<file path="src/rtl/servo_pkg.sv">
// Shared types, widths and parameter-derived helpers for the servo pulse decoder.
package servo_pkg;

    localparam int unsigned US_W  = 16;  // microsecond counters and width_us
    localparam int unsigned POS_W = 8;   // position / quotient width
    localparam int unsigned NUM_W = 20;  // scaler dividend: (w - MIN) * 255
    localparam int unsigned DEN_W = 12;  // scaler divisor: MAX - MIN

    localparam logic [US_W-1:0] US_SAT = '1;

    typedef enum logic [2:0] {
        S_WAIT_LOW,
        S_IDLE,
        S_HIGH,
        S_CHECK,
        S_LOW
    } state_t;

    // Clock cycles per microsecond.
    function automatic int unsigned calc_div(input int unsigned clk_freq_hz);
        return clk_freq_hz / 1000000;
    endfunction

    // Narrowest width still accepted (and clamped up to MIN).
    function automatic int unsigned width_lo(input int unsigned min_us, input int unsigned tol_us);
        return min_us - tol_us;
    endfunction

    // Widest width still accepted (and clamped down to MAX).
    function automatic int unsigned width_hi(input int unsigned max_us, input int unsigned tol_us);
        return max_us + tol_us;
    endfunction

endpackage

</file>
<file path="src/rtl/servo_scale_div.sv">
// Sequential restoring divider: 20-bit dividend / 12-bit divisor -> 8-bit quotient.
// The quotient is known to fit in 8 bits, so the partial remainder is seeded
// with the dividend's upper 12 bits and only 8 restoring steps are needed.
// done is a one-cycle strobe exactly 9 cycles after the start cycle.
module servo_scale_div
    import servo_pkg::*;
(
    input  logic             clk,
    input  logic             rst,
    input  logic             start,
    input  logic [NUM_W-1:0] dividend,
    input  logic [DEN_W-1:0] divisor,
    output logic             last,
    output logic             done,
    output logic [POS_W-1:0] quot
);

    localparam logic [2:0] LAST_ITER = 3'(POS_W - 1);

    logic [DEN_W-1:0] rem_q,  rem_d;
    logic [POS_W-1:0] bits_q, bits_d;
    logic [2:0]       iter_q, iter_d;
    logic             busy_q, busy_d;
    logic             done_q, done_d;
    logic [POS_W-1:0] quot_q, quot_d;
    logic [DEN_W:0]   trial;
    logic             fits;

    // Load on start, then one shift-and-subtract step per cycle
    always_comb begin
        trial  = {rem_q, bits_q[POS_W-1]};
        fits   = (trial >= {1'b0, divisor});
        rem_d  = rem_q;
        bits_d = bits_q;
        iter_d = iter_q;
        busy_d = busy_q;
        done_d = 1'b0;
        quot_d = quot_q;
        last   = busy_q && (iter_q == LAST_ITER);
        if (busy_q) begin
            rem_d  = fits ? DEN_W'(trial - {1'b0, divisor}) : DEN_W'(trial);
            bits_d = {bits_q[POS_W-2:0], fits};
            iter_d = iter_q + 3'(1);
            if (last) begin
                busy_d = 1'b0;
                done_d = 1'b1;
                quot_d = {bits_q[POS_W-2:0], fits};
            end
        end else if (start) begin
            rem_d  = dividend[NUM_W-1:POS_W];
            bits_d = dividend[POS_W-1:0];
            iter_d = '0;
            busy_d = 1'b1;
        end
    end

    // Divider state register
    always_ff @(posedge clk or posedge rst) begin
        if (rst) begin
            rem_q  <= '0;
            bits_q <= '0;
            iter_q <= '0;
            busy_q <= 1'b0;
            done_q <= 1'b0;
            quot_q <= '0;
        end else begin
            rem_q  <= rem_d;
            bits_q <= bits_d;
            iter_q <= iter_d;
            busy_q <= busy_d;
            done_q <= done_d;
            quot_q <= quot_d;
        end
    end

    assign done = done_q;
    assign quot = quot_q;

endmodule

</file>
<file path="src/rtl/servo_pulse_decoder.sv">
// RC-servo pulse decoder: measures pulse high time in microseconds, maps
// accepted widths onto an 8-bit position, flags bad widths and signal loss.
module servo_pulse_decoder
    import servo_pkg::*;
#(
    parameter int unsigned CLK_FREQ_HZ  = 50000000,
    parameter int unsigned PULSE_MIN_US = 1000,
    parameter int unsigned PULSE_MAX_US = 2000,
    parameter int unsigned TOL_US       = 250,
    parameter int unsigned TIMEOUT_US   = 25000
)(
    input  logic             clk,
    input  logic             rst,
    input  logic             pwm_in,
    output logic [POS_W-1:0] pos,
    output logic             pos_valid,
    output logic [US_W-1:0]  width_us,
    output logic             err_width,
    output logic             signal_ok
);

    localparam int unsigned      DIV      = calc_div(CLK_FREQ_HZ);
    localparam int unsigned      PRE_W    = (DIV > 1) ? $clog2(DIV) : 1;
    localparam logic [PRE_W-1:0] PRE_LAST = PRE_W'(DIV - 1);
    localparam logic [US_W-1:0]  MIN_W    = US_W'(PULSE_MIN_US);
    localparam logic [US_W-1:0]  MAX_W    = US_W'(PULSE_MAX_US);
    localparam logic [US_W-1:0]  LO_LIM   = US_W'(width_lo(PULSE_MIN_US, TOL_US));
    localparam logic [US_W-1:0]  HI_LIM   = US_W'(width_hi(PULSE_MAX_US, TOL_US));
    localparam logic [US_W-1:0]  TMO_LAST = US_W'(TIMEOUT_US - 1);
    localparam logic [DEN_W-1:0] RANGE_W  = DEN_W'(PULSE_MAX_US - PULSE_MIN_US);

    if (CLK_FREQ_HZ < 1000000 || (CLK_FREQ_HZ % 1000000) != 0) begin : g_bad_clk
        $error("CLK_FREQ_HZ must be a non-zero multiple of 1000000");
    end
    if (PULSE_MAX_US <= PULSE_MIN_US || (PULSE_MAX_US - PULSE_MIN_US) > 4095) begin : g_bad_range
        $error("PULSE_MAX_US - PULSE_MIN_US must be 1..4095");
    end
    if (TOL_US >= PULSE_MIN_US) begin : g_bad_tol
        $error("TOL_US must be below PULSE_MIN_US");
    end

    state_t           state_q, state_d;
    logic [2:0]       sync_q, sync_d;   // [0],[1] synchronizer, [2] previous synced value
    logic [PRE_W-1:0] pre_q, pre_d;
    logic [US_W-1:0]  width_cnt_q, width_cnt_d;
    logic [US_W-1:0]  per_cnt_q, per_cnt_d;
    logic [US_W-1:0]  width_us_q, width_us_d;
    logic             err_q, err_d;
    logic             signal_ok_q, signal_ok_d;

    logic             rise, fall, tick, timeout;
    logic [US_W-1:0]  w_clamp;
    logic [DEN_W-1:0] w_off;
    logic             div_start;
    logic [NUM_W-1:0] div_num;
    logic             div_last, div_done;
    logic [POS_W-1:0] div_quot;

    // Input synchronizer, edge detect, microsecond prescaler and us counters
    always_comb begin
        sync_d      = {sync_q[1:0], pwm_in};
        rise        = sync_q[1] & ~sync_q[2];
        fall        = ~sync_q[1] & sync_q[2];
        tick        = (pre_q == PRE_LAST);
        pre_d       = tick ? '0 : pre_q + PRE_W'(1);
        width_cnt_d = width_cnt_q;
        per_cnt_d   = per_cnt_q;
        if (tick && width_cnt_q != US_SAT) width_cnt_d = width_cnt_q + US_W'(1);
        if (tick && per_cnt_q != US_SAT)   per_cnt_d   = per_cnt_q + US_W'(1);
        // Single-cycle event: the tick that carries the period counter onto TIMEOUT_US
        timeout     = tick && (per_cnt_q == TMO_LAST) && !rise;
        if (rise) begin
            pre_d       = '0;
            width_cnt_d = '0;
            per_cnt_d   = '0;
        end
    end

    // Measurement FSM: next state, width check/clamp, scaler launch, status flags
    always_comb begin
        state_d     = state_q;
        err_d       = 1'b0;
        width_us_d  = width_us_q;
        signal_ok_d = signal_ok_q;
        div_start   = 1'b0;

        w_clamp = width_cnt_q;
        if (width_cnt_q < MIN_W)      w_clamp = MIN_W;
        else if (width_cnt_q > MAX_W) w_clamp = MAX_W;
        w_off   = DEN_W'(w_clamp - MIN_W);
        div_num = {w_off, {POS_W{1'b0}}} - {{POS_W{1'b0}}, w_off};  // w_off * 255

        case (state_q)
            S_WAIT_LOW: if (!sync_q[1]) state_d = S_IDLE;
            S_IDLE,
            S_LOW:      if (rise) state_d = S_HIGH;
            S_HIGH: begin
                if (fall) begin
                    state_d = S_CHECK;
                end else if (width_cnt_q > HI_LIM) begin
                    err_d   = 1'b1;
                    state_d = S_WAIT_LOW;
                end
            end
            S_CHECK: begin
                width_us_d = width_cnt_q;
                if (width_cnt_q >= LO_LIM && width_cnt_q <= HI_LIM) div_start = 1'b1;
                else                                                err_d     = 1'b1;
                state_d = S_LOW;
            end
            default: state_d = S_WAIT_LOW;
        endcase

        if (timeout) begin
            signal_ok_d = 1'b0;
            if (state_q inside {S_WAIT_LOW, S_IDLE, S_LOW}) state_d = S_IDLE;
        end
        // Registered on the divider's final step so it rises with pos_valid
        if (div_last) signal_ok_d = 1'b1;
    end

    // State and counter registers
    always_ff @(posedge clk or posedge rst) begin
        if (rst) begin
            state_q     <= S_WAIT_LOW;
            sync_q      <= '1;
            pre_q       <= '0;
            width_cnt_q <= '0;
            per_cnt_q   <= '0;
            width_us_q  <= '0;
            err_q       <= 1'b0;
            signal_ok_q <= 1'b0;
        end else begin
            state_q     <= state_d;
            sync_q      <= sync_d;
            pre_q       <= pre_d;
            width_cnt_q <= width_cnt_d;
            per_cnt_q   <= per_cnt_d;
            width_us_q  <= width_us_d;
            err_q       <= err_d;
            signal_ok_q <= signal_ok_d;
        end
    end

    servo_scale_div u_scale (
        .clk      (clk),
        .rst      (rst),
        .start    (div_start),
        .dividend (div_num),
        .divisor  (RANGE_W),
        .last     (div_last),
        .done     (div_done),
        .quot     (div_quot)
    );

    assign pos       = div_quot;
    assign pos_valid = div_done;
    assign width_us  = width_us_q;
    assign err_width = err_q;
    assign signal_ok = signal_ok_q;

endmodule
</file>
<file path="config.mk">
export PLATFORM = sky130hd
export DESIGN_NAME = servo_pulse_decoder
export DESIGN_NICKNAME = d
export VERILOG_FILES = /design/src/rtl/servo_pkg.sv /design/src/rtl/servo_scale_div.sv /design/src/rtl/servo_pulse_decoder.sv
export SDC_FILE = /design/constraint.sdc
export NUM_CORES = 1
export LEC_CHECK = 0
export ABC_CLOCK_PERIOD_IN_PS = 5000
export CAP_MARGIN = 20
export CORE_MARGIN = 2
export CORE_UTILIZATION = 60
export CTS_BUF_LIST = sky130_fd_sc_hd__clkbuf_4 sky130_fd_sc_hd__clkbuf_8 sky130_fd_sc_hd__clkbuf_16
export DETAILED_ROUTE_END_ITERATION = 16
export PLACE_DENSITY_LB_ADDON = 0.08
export SLEW_MARGIN = 25
export SYNTH_ARGS = -nofsm -noshare
export SYNTH_HDL_FRONTEND = slang
export SYNTH_SLANG_ARGS = --single-unit
</file>
<file path="constraint.sdc">
create_clock -name clk -period 5 [get_ports clk]
set_clock_uncertainty 0.05 [all_clocks]
set_input_delay 1.25 -clock clk [delete_from_list [all_inputs] [get_ports clk]]
set_output_delay 1.25 -clock clk [all_outputs]
set_load 0.02 [all_outputs]
</file>
Run 1, metal layers overlaid:
(4 px per um) Two of the layers only.
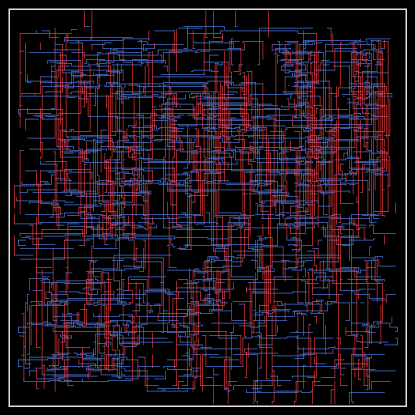
metal 1: in blue, wire length 5670 um. metal 2: in red, wire length 5970 um.
vias post-DR: 4445
Final Routed Wirelength: 12500 um
WL/cell: 17.4 um

Run 1, sequential cells grouped by signal name:
(6 px per um) Other sequential cells in the stronger grey, the rest of the logic in the fainter grey.
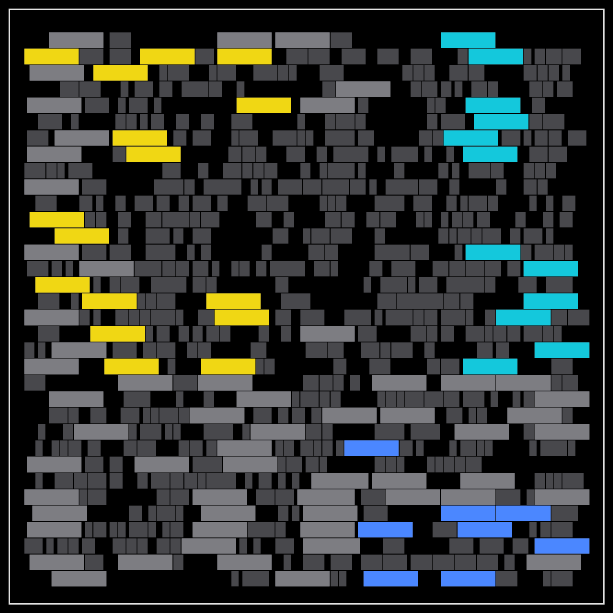
width_cnt_q: in yellow, flops 16. u_scale.quot: in blue, flops 8, where bottom right. u_scale.rem_q: in cyan, flops 12.
Another 59 sequential cells are not coloured.
sequential fraction of total cell area: 39.6%
FF/Latch Area: 2380 um2

==> results.cfg, run 1 <==
; generated from flow reports
[synthesis]
ys_sh_mux_pct = 5.08
yosysTopAreaCell = dfrtp_1
syn_area_per_cell_um2 = 9.29
ys_cells = 581
floorplan.nets = 597
xor_share_pct = 6.00
ys_types = 66
synthAdderAreaFrac_pct = 3.01
logic_family = simple AND/OR/NAND/NOR gates
aoi_share_pct = 17.3
async_reset_ff_share_pct = 100
simple_gate_share_pct = 20.8
ys_seq_share_pct = 44.1
synthCells = 581
synth-edff-count = 0
flop_cell = dfrtp_1
synth_area_um2 = 5400
synth_top_area_share_pct = 42.6
yosys_warnings = 0
yosys_area_um2 = 5400
ys_ff = 95
top_cells_by_area = dfrtp_1 (43%), nand2_1 (4.0%), mux2_2 (4.0%)

[power_and_ir_drop]
total_power_mw = 1.46
irDropWorstVdd_v = 0.000163
power_density_nw_per_um2 = 243
leakagePower_nw = 2.66

[job]
tool_warnings = 28
maxCapViolations = 0

[cts]
htreeDepth = 3
post-cts-setup-buffer-count = 0
path_clk_slew_ps = 110
numCtsBuffers = 9
worstSkewPairLatency_ps = 370
clock_sinks = 95
clock_path_buffers = 2
cts_tree = yes
postCtsHoldBufs = 0
root_buffer = clkbuf_8
ctsResizeCount = 0

[sta]
hold_viol = 0
setup_ws_ps = 337
fmax_ghz = 0.214
setup_tns_ps = 0
setup_viol = 0
relSlewSlack_pct = 41.4
rsz0062_at_grt = no
fin_crit_ps = 4660
tightest_slew_ps = 878
hold_ws_ps = 318
slew_violations = 0
timing.final.crit_share_pct = 93.3

[final_layout]
layout.nets = 617
layout_top_cell = dfrtp_1
most-common-layout-cells = dfrtp_1 (92), nand2_1 (58), nor2_1 (42)
final_cell_area_um2 = 6010
final_layout_size_suffix_gt1_share_pct = 11.2
syn_to_final_growth_pct = 11.3
layout.area.comb_um2 = 2830
layout.cells.non_filler = 714
antenna_cells = 0
post-route-util_pct = 68.9

[die]
die_h_um = 98.9
fp.dieW_um = 98.9
fp_util_pct = 61.9
dieArea_um2 = 9770
ios = 30
rows = 34

[setup_path]
arrival_ps = 4910
worst_ep_required_time_ps = 5250
r2r-start = width_cnt_q[6]$_DFFE_PP0P_
critPathMaxFanout = 11
worst-path-stages = 15
r2r_slack_ps = 340
path_class = flop to flop
startpoint = width_cnt_q[6]$_DFFE_PP0P_
r2r.worst_path.cells = 15
setup.worst_path.end = u_scale.rem_q[4]$_DFFE_PP0P_
path_cells = nand4_2 -> a211o_1 -> and2_1 -> a21oi_1 -> ha_1 -> inv_1 -> o31a_1 -> o22ai_1 -> ha_1 -> nand2_1 -> or4_4 -> o31ai_4 -> a31oi_1 -> a2111o_1 -> nand3_1
endpoint_kind = flop
crit_path_start_kind = flop
path_buffers = 1
r2r_end = u_scale.rem_q[4]$_DFFE_PP0P_
path_common_cell = ha_1
crit_slowest_cell = dfrtp_1
crit_family = AND-OR/OR-AND gates
max_stage_delay_ps = 560

[global_route]
grt_pass1_vias = 4238
grt_usage_pct = 26.6
grt_max_degree = 38
met1_usage_pct = 37.1
met2_usage_pct = 42.3
grt-busiest-layer = met2
grt_overflow = 0
antenna_found_initial = 0
grt_pass1_wl_um = 21200

[min_path]
min_path_type = flop to flop
whs_endpoint = sync_q[1]$_DFF_PP1_
hp-start = sync_q[0]$_DFF_PP1_
hold_path_depth = 0

[routing]
top_layer = met4
viasPerCell = 6.23
met3_length_um = 502
met1_length_um = 5670
wl_met2_um = 5970
drc = 0
drtIter0Drc = 251
ant_nets = 0
dr.pass1.iters = 8

[place]
portBuffers = 29
gp_congestion = 0.976
hpwl_um = 9140
dp.cells = 698
dp_slack_ps = 436
place_area_um2 = 5790

[status]
outcome = finished clean
Run 1, placement view:
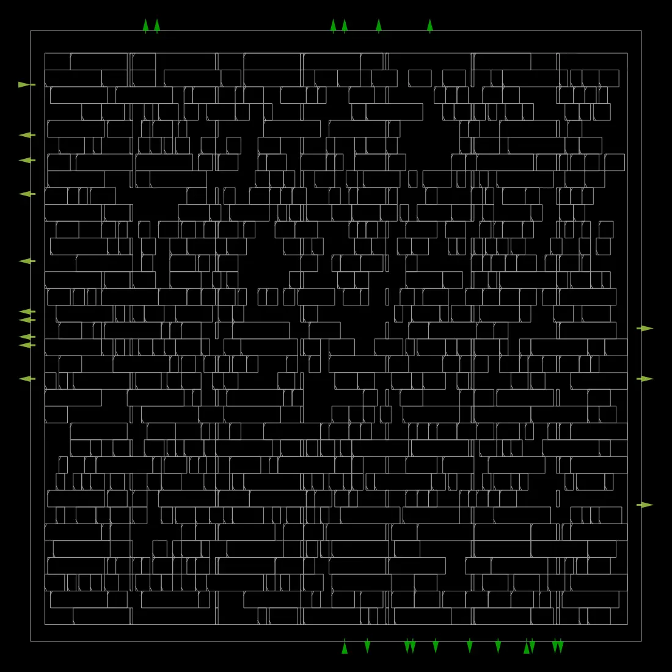
Placeable Area: 8720 um2
filler instances: 707

Run 1, metal 3:
(4 px per um)
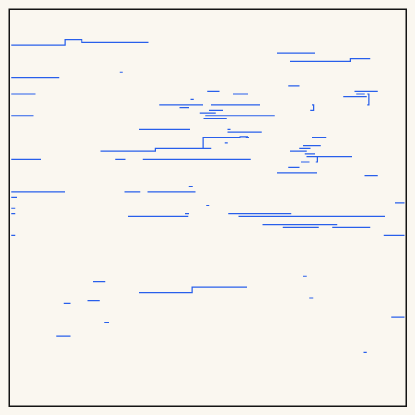
The wires run mostly horizontal. The longest straight run is 36.3 um. The layer carries 502 um of wire.
GR Util met3: 4.33%

[run 1: cell usage after synthesis (all sizes together), types with 4 or more instances]
| library cell | n |
|---|---|
| nand3 | 28 |
| xnor2 | 18 |
| a21oi | 35 |
| xor2 | 19 |
| dfrtp | 92 |
| nor2 | 44 |
| nand4 | 13 |
| o21ai | 44 |
| buf | 7 |
| o22ai | 5 |
| or4 | 4 |
| nor3 | 17 |
| and4 | 4 |
| a31oi | 8 |
| and3 | 15 |
| o211ai | 4 |
| mux2 | 19 |
| nand2 | 58 |
| mux2i | 6 |
| or3 | 19 |
| ha | 13 |
| inv | 19 |
| clkbuf | 25 |
| o31ai | 7 |
[run 1: where the power goes]
group          leakage, nW  switching (mW)  total [mW]  internal (mW)
clock                0.106           0.303       0.515          0.213
combinational         1.25          0.0705       0.120         0.0492
sequential            1.31          0.0326       0.827          0.795
[run 1: cells by family (layout without fill, tap and decap cells)]
logic type	after synthesis	after routing
adder cells (fa/ha/maj)	13	13
AND-OR/OR-AND	141	141
AND/OR/NAND/NOR	219	219
buffers and inverters	51	76
flip-flops	95	95
multiplexers	25	25
XOR/XNOR	37	37
[run 1: registers in the layout, summed over array words and instances, names as in the netlist]
signal	count
per_cnt_q	16
width_cnt_q	16
width_us	16
u_scale.rem_q	12
u_scale.bits_q	8
u_scale.quot	8
pre_q	6
state_q	3
sync_q	3
u_scale.iter_q	3
err_width	1
signal_ok	1
u_scale.busy_q	1
u_scale.done	1
[run 1: layout make-up]
type                    count  share of cell area, %
repair buffers             41                   6.33
clock inverters             6                   1.21
flip-flops and latches     95                   39.6
multi-input cells         435                   47.1
clock buffers              10                   2.29
inverters                  19                   1.21
well taps                 108                   2.25
Run 1, placed cells, one colour a class:
(3 px per um)
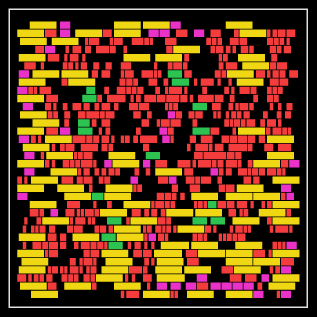

## Run 2: what changed since run 1
- CORE_MARGIN: 2 -> not set
- SLEW_MARGIN: 25 -> 30
Run 2, placed cells, one colour a class:
(3 px per um)
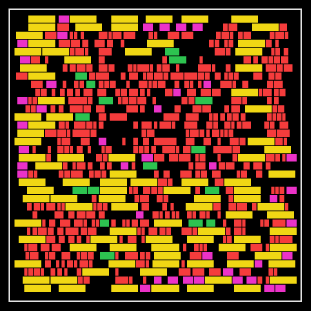
combinational and other logic: in red, cells 454, share of their area 49%. sequential cells: in yellow, cells 95, share of their area 41%. remaining buffers and delay cells: in magenta, cells 40, share of their area 6.4%. clock drivers and dummy loads: in green, cells 16, share of their area 3.5%.
Core Util, Final: 68.8%
sequential fraction of total cell area: 39.7%

Run 2, sequential cells grouped by signal name:
(6 px per um) Other sequential cells in the stronger grey, the rest of the logic in the fainter grey.
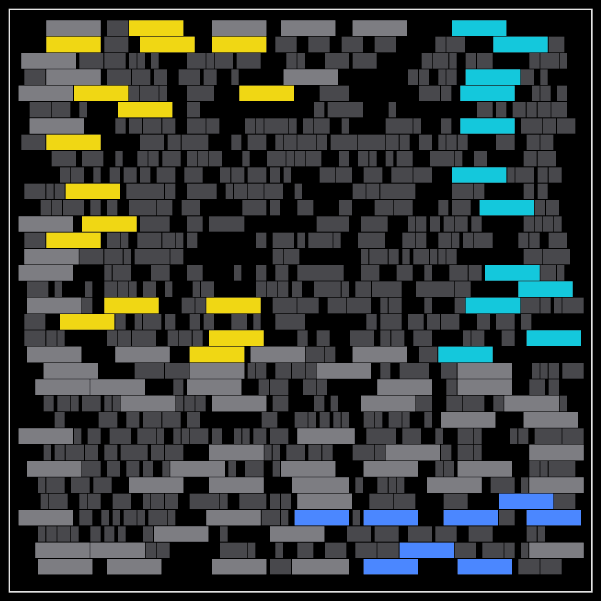
seq pwr: 0.828 mW

==> run 2 against run 1 <==
  * Combinational power rose by 3%
  * Area after synthesis did not move
  * Sequential share of layout area rose by 0.091 points
  * Clock-buffer cell count fell by 1
  * First-iteration DRC count fell by 9.6%
  * Critical path type unchanged
==> results.cfg, run 2 <==
; generated from flow reports
[status]
outcome = finished clean

[synthesis]
floorplan.nets = 597
ys_seq_share_pct = 44.1
top_cells_by_area = dfrtp_1 (43%), nand2_1 (4.0%), mux2_2 (4.0%)
ys_types = 66
most_common_cell = dfrtp_1
synthCells = 581
syn_area_per_cell_um2 = 9.29
synth_top_area_share_pct = 42.6
async_reset_ff_share_pct = 100
ys_top_cells_by_count = dfrtp_1 (92), nand2_1 (58), nor2_1 (43), o21ai_0 (41), a21oi_1 (35)
flop_cell = dfrtp_1
yosys_warnings = 0
yosys_area_um2 = 5400
ys_ff = 95
synth-edff-count = 0
synth_area_um2 = 5400
ys_cells = 581

[job]
maxCapViolations = 0
tool_warnings = 28

[routing]
ant_nets = 0
wl_per_cell_um = 17.4
drt-total-wl_um = 12400
met1_length_um = 5680
viasPerCell = 6.13
wl_met2_um = 5970
via_count = 4372
drc = 0
dr.pass1.iters = 4
met3_length_um = 405
top_layer = met4
drtIter0Drc = 227

[global_route]
met3_usage_pct = 4.55
grt_pass1_vias = 4343
grt-busiest-layer = met2
met2_usage_pct = 45.1
grt_pass1_wl_um = 21000
grt_overflow = 0
grt_max_degree = 48
met1_usage_pct = 36.7
antenna_found_initial = 0
grt_usage_pct = 27.8

[sta]
fmax_ghz = 0.223
setup_viol = 0
rsz0062_at_grt = no
hold_viol = 0
relSlewSlack_pct = 40.6
setup_tns_ps = 0
tightest_slew_ps = 891
setup_ws_ps = 523
timing.final.crit_share_pct = 89.5

[power_and_ir_drop]
leakagePower_nw = 2.65
irDropWorstVdd_v = 0.000212
power_density_nw_per_um2 = 246

[setup_path]
setup.worst_path.end = u_scale.rem_q[4]$_DFFE_PP0P_
path_class = flop to flop
r2r-start = width_cnt_q[8]$_DFFE_PP0P_
startpoint = width_cnt_q[8]$_DFFE_PP0P_
critPathMaxFanout = 10
worst_ep_required_time_ps = 5270
crit_path_start_kind = flop
r2r.worst_path.cells = 15
r2r_slack_ps = 520
endpoint_kind = flop
r2r_end = u_scale.rem_q[4]$_DFFE_PP0P_

[place]
dp.cells = 696
hpwl_um = 8980
gp_congestion = 0.933
dp_slack_ps = 611
portBuffers = 29

[die]
fp.dieW_um = 96.9
fp_util_pct = 61.9
dieArea_um2 = 9380
ios = 30
die_h_um = 96.9
core_region_area_um2 = 8720

[min_path]
whs_endpoint = sync_q[1]$_DFF_PP1_
hold_path_depth = 0
min_path_type = flop to flop
hp-start = sync_q[0]$_DFF_PP1_

[cts]
htreeDepth = 3
clock_sinks = 95
post-cts-setup-buffer-count = 0
cts_tree = yes
worstSkewPairLatency_ps = 390
ctsResizeCount = 0
numCtsBuffers = 9
clock_path_buffers = 2
root_buffer = clkbuf_8
path_clk_slew_ps = 110

[final_layout]
layout_top_cell = dfrtp_1
layout.nets = 616
syn_to_final_growth_pct = 11.1
final_layout_size_suffix_gt1_share_pct = 10.9
Run 2, placement view:
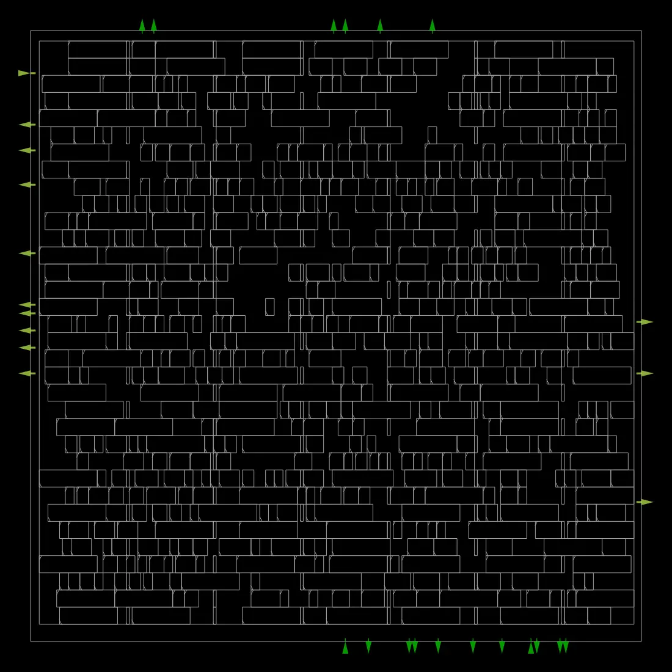
num sequential: 95
TAP cells: 108
Non-Filler Instances: 713
row cnt: 34
filler instances: 698

## run 2: area by class of cell
| cell class | instances | area, um2 |
|---|---|---|
| multi-input combinational | 435 | 2830 |
| fill | 698 | 2730 |
| inverter | 19 | 72.6 |
| sequential | 95 | 2380 |
| clock inverter | 7 | 81.3 |
| clock buffer | 9 | 124 |
| timing repair buffer | 40 | 377 |
| tap | 108 | 135 |
## run 2: critical path: stages (launching register included)
cell      delay, ps
dfrtp_1         560
nand4_2         250
a211o_1         390
and2_1          200
a21oi_1         280
ha_1            270
inv_1            70
o31a_1          290
o22ai_1         300
ha_1            230
nand2_1         130
or4_4           450
o31ai_4         100
a31oi_1         290
a2111o_1        480
nand3_1          70
## run 2: where the power goes
group / leakage [nW] / switching [mW] / internal (mW) / total [mW]
logic: 1.24 / 0.0726 / 0.0514 / 0.124
registers: 1.31 / 0.0335 / 0.795 / 0.828
clock network: 0.104 / 0.318 / 0.203 / 0.521
## run 2: logic make-up after synthesis
group	count (synthesis)	synth area share (%)
AOI/OAI and AO/OA	141	17.3
xor gates and xnor gates	37	6.00
adders and majority gates	13	3.01
buffers and inverters	51	3.71
DFF	95	44.1
muxes	25	5.08
and+or+nand+nor	219	20.8
## run 2: per-stage QoR
| step | area, um2 | hold WS, ps | util, % | power, mW |
|---|---|---|---|---|
| 5_1_grt | 6000 | 327 | 68.8 | 1.53 |
| 3_5_place_dp | 5780 | 305 | 66.3 | 0.963 |
| 3_3_place_gp | 5780 | 306 | 66.3 | 0.954 |
| 6_report | 6000 | 322 | 68.8 | 1.47 |
| 4_1_cts | 5980 | 325 | 68.6 | 1.48 |
| 2_1_floorplan | 5400 | 295 | - | 0.928 |
Run 2, metal layers overlaid:
(4 px per um) Two of the layers only.
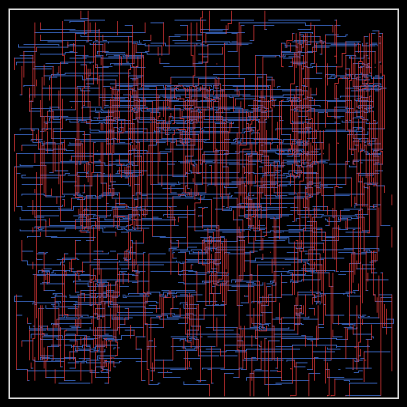

## Run 3: what changed since run 2
- CORE_ASPECT_RATIO: not set -> 1.2
Run 3, metal layers overlaid:
(4 px per um) Two of the layers only.
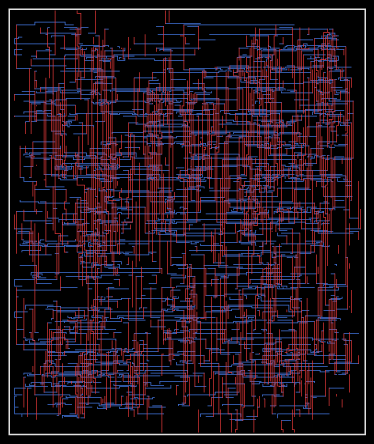
GRT Total Usage: 28.3%
WL/cell: 17.5 um
Final Routed Wirelength: 12700 um
vias post-DR: 4522

Run 3, sequential cells grouped by signal name:
(6 px per um) Other sequential cells in the stronger grey, the rest of the logic in the fainter grey.
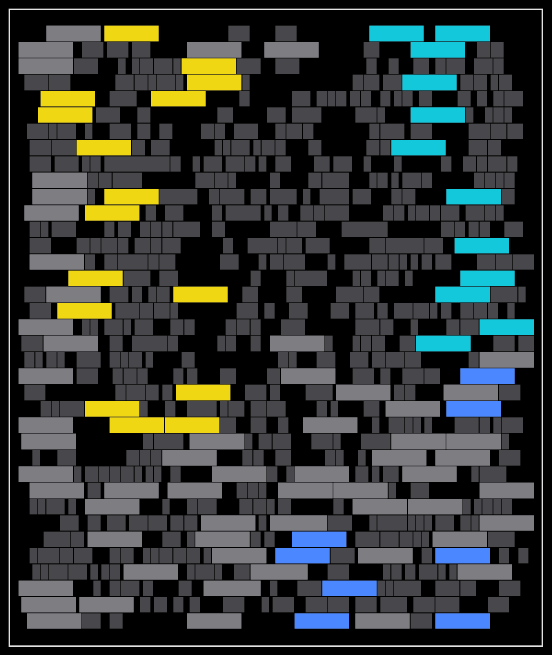
width_cnt_q: in yellow, flops 16. u_scale.rem_q: in cyan, flops 12. u_scale.quot: in blue, flops 8.
Another 59 sequential cells are not coloured.
Core Util, Final: 69.4%
sequential fraction of total cell area: 39.7%
seq pwr: 0.829 mW

==> run 3 against run 2 <==
  * Critical endpoint is now u_scale.rem_q[11]$_DFFE_PP0P_
  * Critical path depth decreased by 1
  * Highest routed layer unchanged
  * First-iteration DRC count is 17% lower
  * Sequential power about the same
  * Global-route usage increased by 0.48 points
  * Power shrank 0.27%
  * Sequential share of layout area decreased by 0.058 points
  * Register-to-register slack lost 70 ps
  * Cell area increased by 0.15%
  * Fmax fell by 1.5%
  * Synthesized cell count unchanged
  * Critical path type unchanged
  * Combinational power down 3%
==> results.cfg, run 3 <==
; generated from flow reports
[synthesis]
synth_area_um2 = 5400
top_cells_by_area = dfrtp_1 (43%), nand2_1 (4.0%), mux2_2 (4.0%)
most_common_cell = dfrtp_1
yosys_warnings = 0
synth-edff-count = 0
ys_types = 66
synth_top_area_share_pct = 42.6
floorplan.nets = 597
synthCells = 581
ys_sh_mux_pct = 5.08
ys_seq_share_pct = 44.1
logic_family = simple AND/OR/NAND/NOR gates
async_reset_ff_share_pct = 100
simple_gate_share_pct = 20.8
syn_area_per_cell_um2 = 9.29
yosys_area_um2 = 5400
ys_cells = 581
ys_top_cells_by_count = dfrtp_1 (92), nand2_1 (58), nor2_1 (43), o21ai_0 (41), a21oi_1 (35)
synthAdderAreaFrac_pct = 3.01
ys_ff = 95
xor_share_pct = 6.00

[sta]
timing.final.crit_share_pct = 90.9
fmax_ghz = 0.220
setup_viol = 0
tightest_slew_ps = 861
fin_crit_ps = 4540
rsz0062_at_grt = no
slew_violations = 0
relSlewSlack_pct = 42.6
setup_tns_ps = 0
setup_ws_ps = 456

[setup_path]
endpoint_kind = flop
path_buffers = 1
crit_family = AND-OR/OR-AND gates
worst_ep_required_time_ps = 5250
path_cells = nand4_2 -> a211o_1 -> and2_1 -> a21oi_1 -> ha_1 -> inv_1 -> o31a_1 -> o22ai_1 -> ha_1 -> a21oi_1 -> a21boi_0 -> a31o_4 -> a2111oi_0 -> o32a_1
arrival_ps = 4790
max_stage_delay_ps = 550
crit_slowest_cell = dfrtp_1

[cts]
htreeDepth = 3
clock_path_buffers = 2
postCtsHoldBufs = 0
clock_sinks = 95
post-cts-setup-buffer-count = 0
root_buffer = clkbuf_8
ctsResizeCount = 0
cts_tree = yes
path_clk_slew_ps = 90
worstSkewPairLatency_ps = 370

[status]
outcome = finished clean

[global_route]
grt_overflow = 0
met1_usage_pct = 36.2
met3_usage_pct = 4.27
grt-busiest-layer = met2
grt_pass1_wl_um = 20400
grt_max_degree = 37
met2_usage_pct = 48.1
antenna_found_initial = 0

[final_layout]
flop-count = 95
antenna_cells = 0
fill_cells = 686
nMultiInputCombCells = 435
regArea_um2 = 2380
layout.area.comb_um2 = 2830
buf_share_pct = 6.33
inv_count = 19
most-common-layout-cells = dfrtp_1 (92), nand2_1 (58), nor2_1 (42)
layout.nets = 617
comb-cell-share_pct = 47.1
clkCellAreaFrac_pct = 3.31
buffers = 41
clock_buffers = 10
layout_top_cell = dfrtp_1
dominant-cell-class = multi-input combinational cells

[job]
maxCapViolations = 0
tool_warnings = 28

[place]
hpwl_um = 9200
portBuffers = 29

[power_and_ir_drop]
p_sw_share_pct = 26.2
total_power_mw = 1.47
combPwrFrac_pct = 8.2
leakagePower_nw = 2.66
power_density_nw_per_um2 = 245
pwr-share-clk_pct = 35.4
p_switching_mw = 0.385
irDropWorstVdd_v = 0.000194
p_int_mw = 1.08

[die]
ios = 30
fp_util_pct = 62.4
die_h_um = 106
fp.dieW_um = 88.6
nWellTaps = 117
dieArea_um2 = 9380

[routing]
met3_length_um = 470
met1_length_um = 5510
ant_nets = 0
viasPerCell = 6.25
drtIter0Drc = 189
top_layer = met4
Run 3, placed cells, one colour a class:
(2 px per um)
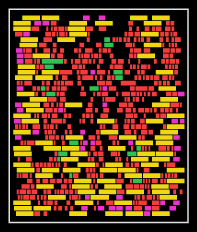
Placeable Area: 8660 um2
final instance area: 6000 um2
row cnt: 37

-- run 3: power by group through the flow --
| stage | Clock, mW | Sequential, mW | Combinational, mW |
|---|---|---|---|
| CTS | 0.526 | 0.827 | 0.122 |
| global route | 0.552 | 0.833 | 0.136 |
| global placement | 0 | 0.841 | 0.117 |
| finish | 0.520 | 0.829 | 0.120 |
| floorplan | 0 | 0.832 | 0.0965 |
| detailed placement | 0 | 0.841 | 0.122 |
-- run 3: stage by stage --
step / cells / hold slack (ps) / util (%) / area [um2]
4_1_cts: 723 / 311 / 69.4 / 6000
3_5_place_dp: 707 / 297 / 67.1 / 5810
5_1_grt: 723 / 317 / 69.4 / 6000
2_1_floorplan: 581 / 295 / - / 5400
6_report: 723 / 310 / 69.4 / 6000
3_3_place_gp: 707 / 300 / 67.1 / 5810
-- run 3: kinds of logic after synthesis --
family          after synthesis
fa+ha+maj                    13
mux                          25
flops                        95
compound gates              141
xor+xnor                     37
buf+inv                      51
simple gates                219
-- run 3: worst paths after layout --
check,startpoint,end,slack [ps],cells past startpoint
setup / recovery,width_cnt_q[9]$_DFFE_PP0P_,u_scale.rem_q[11]$_DFFE_PP0P_,460,14
hold / removal,sync_q[0]$_DFF_PP1_,sync_q[1]$_DFF_PP1_,310,0
setup reg to reg,width_cnt_q[9]$_DFFE_PP0P_,u_scale.rem_q[11]$_DFFE_PP0P_,460,14
hold reg to reg,sync_q[0]$_DFF_PP1_,sync_q[1]$_DFF_PP1_,310,0
max in group asynchronous,rst,sync_q[0]$_DFF_PP1_,2870,3
min in group asynchronous,rst,u_scale.done$_DFF_PP0_,1190,2
Power figures rest on the tool's default switching activity, not on a simulated workload.
